$ cat src/rtl/fetch_bundle_queue_pkg.sv
// Shared fetch-stage constants: PC/bundle widths, queue depth and the
// packed bit layout of one fetch queue entry.
package fetch_bundle_queue_pkg;

   localparam int unsigned SIZE_PC            = 32;
   localparam int unsigned INSTRUCTION_BUNDLE = 4 * 32;
   localparam int unsigned FQ_DEPTH           = 4;

   // Entry layout, MSB to LSB: bundle, pc, rasCP, targets, btbHit, prediction.
   localparam int unsigned FQ_PRED_LSB   = 0;
   localparam int unsigned FQ_BTB_LSB    = FQ_PRED_LSB + 4;
   localparam int unsigned FQ_TGT_LSB    = FQ_BTB_LSB + 4;
   localparam int unsigned FQ_RAS_LSB    = FQ_TGT_LSB + 4 * SIZE_PC;
   localparam int unsigned FQ_PC_LSB     = FQ_RAS_LSB + SIZE_PC;
   localparam int unsigned FQ_BUNDLE_LSB = FQ_PC_LSB + SIZE_PC;
   localparam int unsigned FQ_ENTRY_W    = FQ_BUNDLE_LSB + INSTRUCTION_BUNDLE;

endpackage

$ cat src/rtl/fetch_queue_ram.sv
// Fetch queue storage: one synchronous write port, one asynchronous read port.
// Contents are deliberately not reset.
module fetch_queue_ram #(
   parameter int unsigned DEPTH   = 4,
   parameter int unsigned ENTRY_W = 8,
   parameter int unsigned ADDR_W  = $clog2(DEPTH)
) (
   input  logic               clk,
   input  logic               we_i,
   input  logic [ADDR_W-1:0]  waddr_i,
   input  logic [ENTRY_W-1:0] wdata_i,
   input  logic [ADDR_W-1:0]  raddr_i,
   output logic [ENTRY_W-1:0] rdata_o
);

   logic [ENTRY_W-1:0] mem_q [DEPTH];

   always_ff @(posedge clk) begin
      if (we_i) begin
         mem_q[waddr_i] <= wdata_i;
      end
   end

   assign rdata_o = mem_q[raddr_i];

endmodule

$ cat src/rtl/fetch_bundle_queue.sv
// Decoupling queue between fetch stage 1 and decode. Full-ness is decoded
// from the registered count only, so back-pressure never depends on deqReady_i.
module fetch_bundle_queue
   import fetch_bundle_queue_pkg::*;
#(
   parameter int unsigned DEPTH   = FQ_DEPTH,
   parameter int unsigned ENTRY_W = INSTRUCTION_BUNDLE + 6 * SIZE_PC + 8
) (
   input  logic                          clk,
   input  logic                          reset,
   input  logic                          flush_i,
   input  logic                          fs1Ready_i,
   input  logic [INSTRUCTION_BUNDLE-1:0] instructionBundle_i,
   input  logic [SIZE_PC-1:0]            pc_i,
   input  logic [SIZE_PC-1:0]            addrRAS_CP_i,
   input  logic [3:0]                    btbHit_i,
   input  logic [3:0]                    prediction_i,
   input  logic [4*SIZE_PC-1:0]          targetAddr_i,
   output logic                          stall_o,
   input  logic                          deqReady_i,
   output logic                          valid_o,
   output logic [INSTRUCTION_BUNDLE-1:0] instructionBundle_o,
   output logic [SIZE_PC-1:0]            pc_o,
   output logic [SIZE_PC-1:0]            addrRAS_CP_o,
   output logic [3:0]                    btbHit_o,
   output logic [3:0]                    prediction_o,
   output logic [4*SIZE_PC-1:0]          targetAddr_o,
   output logic [$clog2(DEPTH):0]        occupancy_o
);

   localparam int unsigned PtrW = $clog2(DEPTH);
   localparam int unsigned CntW = PtrW + 1;
   localparam logic [CntW-1:0] FullCnt = CntW'(DEPTH);

   logic [PtrW-1:0]    head_q, head_d;
   logic [PtrW-1:0]    tail_q, tail_d;
   logic [CntW-1:0]    count_q, count_d;
   logic               enq, deq;
   logic [ENTRY_W-1:0] wr_data;
   logic [ENTRY_W-1:0] rd_data;

   assign stall_o     = (count_q == FullCnt);
   assign valid_o     = (count_q != '0);
   assign occupancy_o = count_q;

   assign enq = fs1Ready_i & ~stall_o & ~flush_i;
   assign deq = valid_o & deqReady_i & ~flush_i;

   assign wr_data = {instructionBundle_i, pc_i, addrRAS_CP_i, targetAddr_i, btbHit_i,
                     prediction_i};

   always_comb begin
      head_d  = head_q;
      tail_d  = tail_q;
      count_d = count_q;
      if (flush_i) begin
         head_d  = '0;
         tail_d  = '0;
         count_d = '0;
      end else begin
         if (enq) tail_d = tail_q + PtrW'(1);
         if (deq) head_d = head_q + PtrW'(1);
         unique case ({enq, deq})
            2'b10:   count_d = count_q + CntW'(1);
            2'b01:   count_d = count_q - CntW'(1);
            default: count_d = count_q;
         endcase
      end
   end

   always_ff @(posedge clk or negedge reset) begin
      if (!reset) begin
         head_q  <= '0;
         tail_q  <= '0;
         count_q <= '0;
      end else begin
         head_q  <= head_d;
         tail_q  <= tail_d;
         count_q <= count_d;
      end
   end

   // Gate the write with reset so an edge seen while in reset stores nothing.
   fetch_queue_ram #(
      .DEPTH   (DEPTH),
      .ENTRY_W (ENTRY_W),
      .ADDR_W  (PtrW)
   ) u_ram (
      .clk     (clk),
      .we_i    (enq & reset),
      .waddr_i (tail_q),
      .wdata_i (wr_data),
      .raddr_i (head_q),
      .rdata_o (rd_data)
   );

   assign instructionBundle_o = rd_data[FQ_BUNDLE_LSB +: INSTRUCTION_BUNDLE];
   assign pc_o                = rd_data[FQ_PC_LSB +: SIZE_PC];
   assign addrRAS_CP_o        = rd_data[FQ_RAS_LSB +: SIZE_PC];
   assign targetAddr_o        = rd_data[FQ_TGT_LSB +: 4 * SIZE_PC];
   assign btbHit_o            = rd_data[FQ_BTB_LSB +: 4];
   assign prediction_o        = rd_data[FQ_PRED_LSB +: 4];

endmodule
$ cat config.mk
export PLATFORM = sky130hd
export DESIGN_NAME = fetch_bundle_queue
export DESIGN_NICKNAME = d
export VERILOG_FILES = /design/src/rtl/fetch_bundle_queue_pkg.sv /design/src/rtl/fetch_queue_ram.sv /design/src/rtl/fetch_bundle_queue.sv
export SDC_FILE = /design/constraint.sdc
export NUM_CORES = 1
export LEC_CHECK = 0
export ABC_CLOCK_PERIOD_IN_PS = 18100
export CAP_MARGIN = 5
export CORE_AREA = 2 2 220 384
export DETAILED_ROUTE_END_ITERATION = 8
export DIE_AREA = 0 0 222 386
export PLACE_DENSITY = 0.84
export SKIP_CTS_REPAIR_TIMING = 1
export SYNTH_ARGS = -nofsm -noshare
export SYNTH_HDL_FRONTEND = slang
export SYNTH_SLANG_ARGS = --single-unit
$ cat constraint.sdc
create_clock -name clk -period 18.1 [get_ports clk]
set_input_delay 1.81 -clock clk [delete_from_list [all_inputs] [get_ports clk]]
set_output_delay 1.81 -clock clk [all_outputs]
set_load 0.03 [all_outputs]
==> run summary <==
Implementation results are summarized by area below.

Setup path
STA classifies the critical path endpoint as a primary output. Looking at the setup timing report, the critical path kind is flip-flop to primary output. The data required time reported for the critical path is 16.29 ns.

Layout
The count of multi-input gates is 380. The inverter tally of the final layout excluding the clock network is 4. The register share of the cell area is 66.9%. Compared with the post-synthesis result, the final layout area differs by 22.8%. After layout the clock buffers and inverters come to 6.04% of cell area. Per the layout report, the design carries 4451 filler cells. Cells fill 71.4% of the core in the end.

Summing all flip-flop and latch instances after layout gives 39600 um2. The repair_antennas step left the layout with diodes totalling 18.

Synth
The sequential share of the synthesized area is 82.1%. After synthesis, the chip area reported by Yosys is 48200 um2. The biggest area contributor in the post-synthesis netlist is edfxtp_1. Counting distinct cell types in the post-synthesis netlist gives 32. The share of synthesized cell area in full adder, half adder and majority cells is 0.145%. The and-or/or-and share of the synthesized area is 0.187%.

By area the synthesized netlist is led by edfxtp_1 (82%), mux4_2 (15%), buf_12 (1.3%), buf_2 (0.38%), dfrtp_1 (0.36%). The fraction of the mapped netlist area in simple logic gates is 0.285%. The yosys synthesis warning count is 0. After synthesis, the design contains 1781 cells according to Yosys.

Drt
In the final routing, the length of wire on met1 measures 38.5 mm. The highest layer used for signal routing is met5. The total wirelength of the detailed-routed design is 114 mm.

Global route
The maximum number of pins on one net before global-route repair is 161. The total overflow left after global routing is 0. The first global-routing pass estimated 163 mm of wire. The number of global-route vias before repair is 23800.

Placed design
The cell count after placement is 3454. The estimated wirelength of the detail-placed design is 67.9 mm. The port buffer count is 665.

Min path
The type of the tightest min-delay check is flip-flop to flip-flop.

Die
The area of the die is 85700 um2.

Timing
Pins over their slew limit in the final report were tallied at 0. The minimum clock period is 6.57 ns. The slew at the pin closest to its max-slew limit is 1.35 ns. The total count of hold-check failures in the final report is 0.

After layout, the setup clock skew is reported as 0.0233 ns. The final report lists the setup-violating endpoint count as 0.

Pwr
The register share of total power is 51.2%.

Outcome
The run finished with clean final reports.

Clock network
The largest buffer count on any clock path is 3. At the later pin of the worst-skew pair, clock insertion delay measures 0.69 ns.
-- power by group through the flow --
stage	Combinational, mW	Clock, mW	Sequential, mW
final	0.937	2.36	3.45
after global routing	0.976	2.50	3.45
after CTS	0.945	2.40	3.45
after detailed placement	0.932	0	3.52
after global placement	0.915	0	3.51
after floorplan	0.591	0	3.52
-- metrics by stage --
step	cell area (um2)	hold slack [ns]	worst slack, ns
after floorplan	48200	0.542	7.65
after global placement	55600	0.564	12.12
after detailed placement	55600	0.602	12.11
after CTS	59100	0.617	11.30
after global routing	59200	0.700	11.14
final	59200	0.606	11.53
-- metal layers --
metal	global-route usage, %	vias to the layer above
met5	0	-
met4	12.4	26
met3	8.31	243
met2	44.7	1296
met1	31.5	11800
li1	-	9190
-- cells by family (layout without fill, tap and decap cells) --
family                     after synthesis  in the layout
AOI/OAI and AO/OA                       13             13
adders and majority gates                5              5
buffers and inverters                   82            890
and+or+nand+nor                         29             29
DFF                                   1319           1319
other                                    0             18
xor gates and xnor gates                 4              4
muxes                                  329            329
-- flip-flops by register name, summed over array words and instances, names as in the netlist --
name and flops:
u_ram.mem_q 1312, tail_q 2, head_q 2, occupancy_o 3
-- worst max-delay path: stages, from the launching register on --
cell	delay (ns)
dfrtp_4	0.93
buf_12	0.75
buf_4	0.93
mux4_2	0.63
clkdlybuf4s50_1	0.64
-- final timing paths --
path / endpoint / cells past startpoint
setup / recovery: targetAddr_o[93] / 4
hold / removal: tail_q[1] / 2
setup reg to reg: u_ram.mem_q[2][114] / 5
hold reg to reg: tail_q[1] / 2
max in group asynchronous: head_q[1] / 1
min in group asynchronous: head_q[0] / 1
met1.png
Bar = 50 um. Supply wires on this layer in grey.
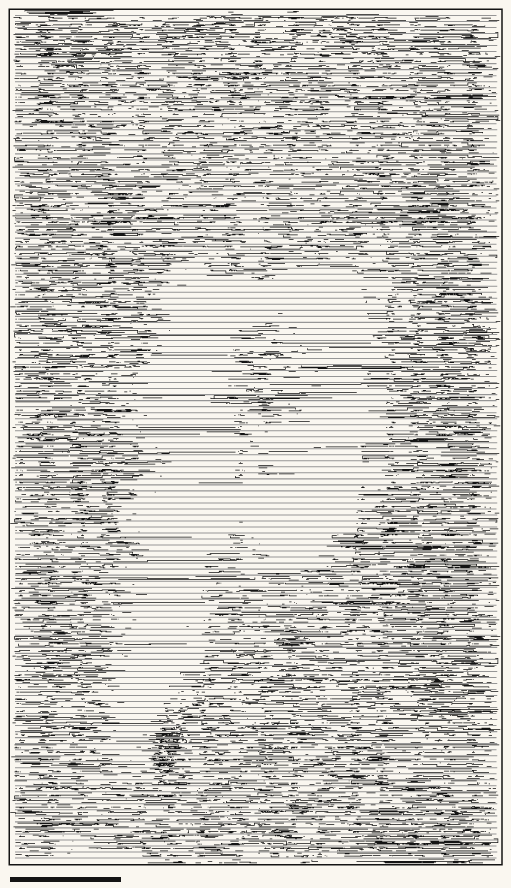
main direction: horizontal
wire length on this layer: 38.5 mm
nets with wire on the layer: 2645
share of all routed wire: 34%

met2.png
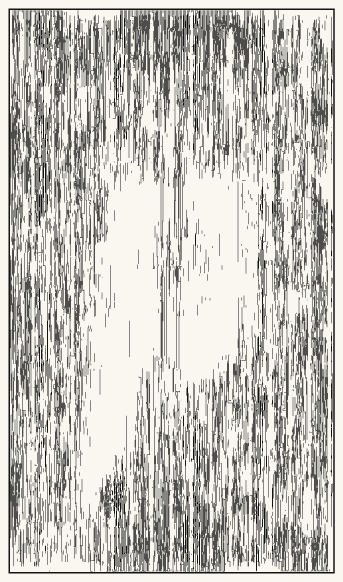
nets with wire on the layer: 2730
share of all routed wire: 52%

met3.png
Bar = 50 um.
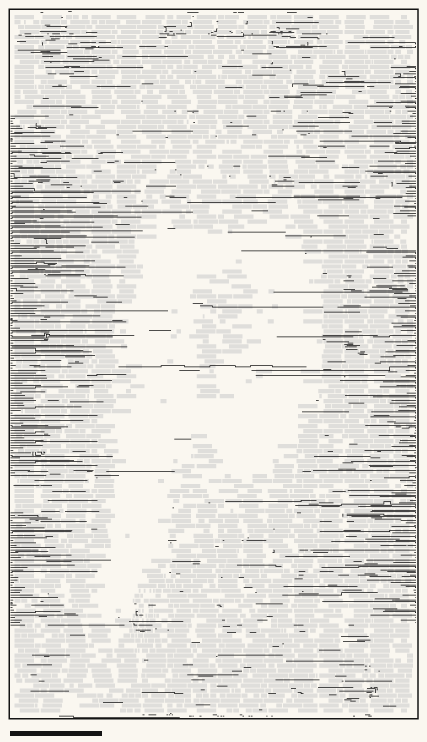
nets with wire on the layer: 697
share of all routed wire: 9.9%
longest straight run: 95.0 um

met4.png
Supply wires on this layer in grey.
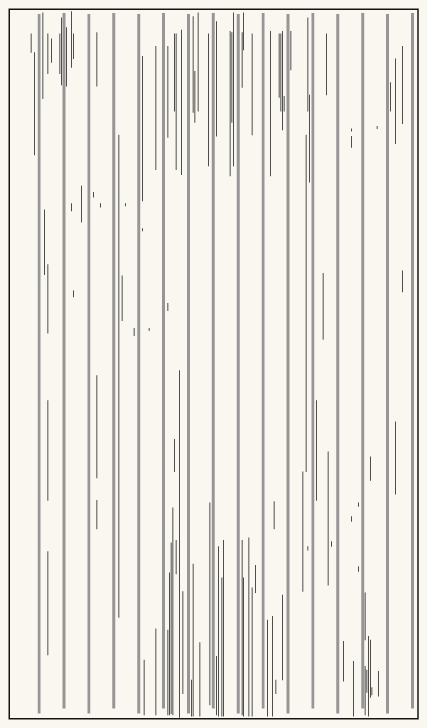
longest straight run: 263 um
share of all routed wire: 4.2%
main direction: vertical
nets with wire on the layer: 87
wire length on this layer: 4820 um

final_clocks.png
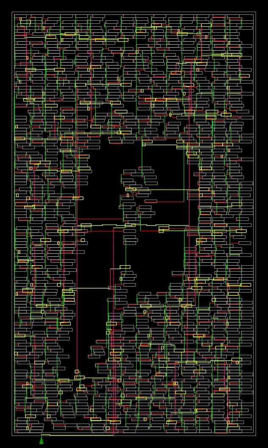
flop count: 1319
Clock Buffer Count: 121
CTS sink count: 1319

No activity file was given, so power comes from the tool's default toggle rates.
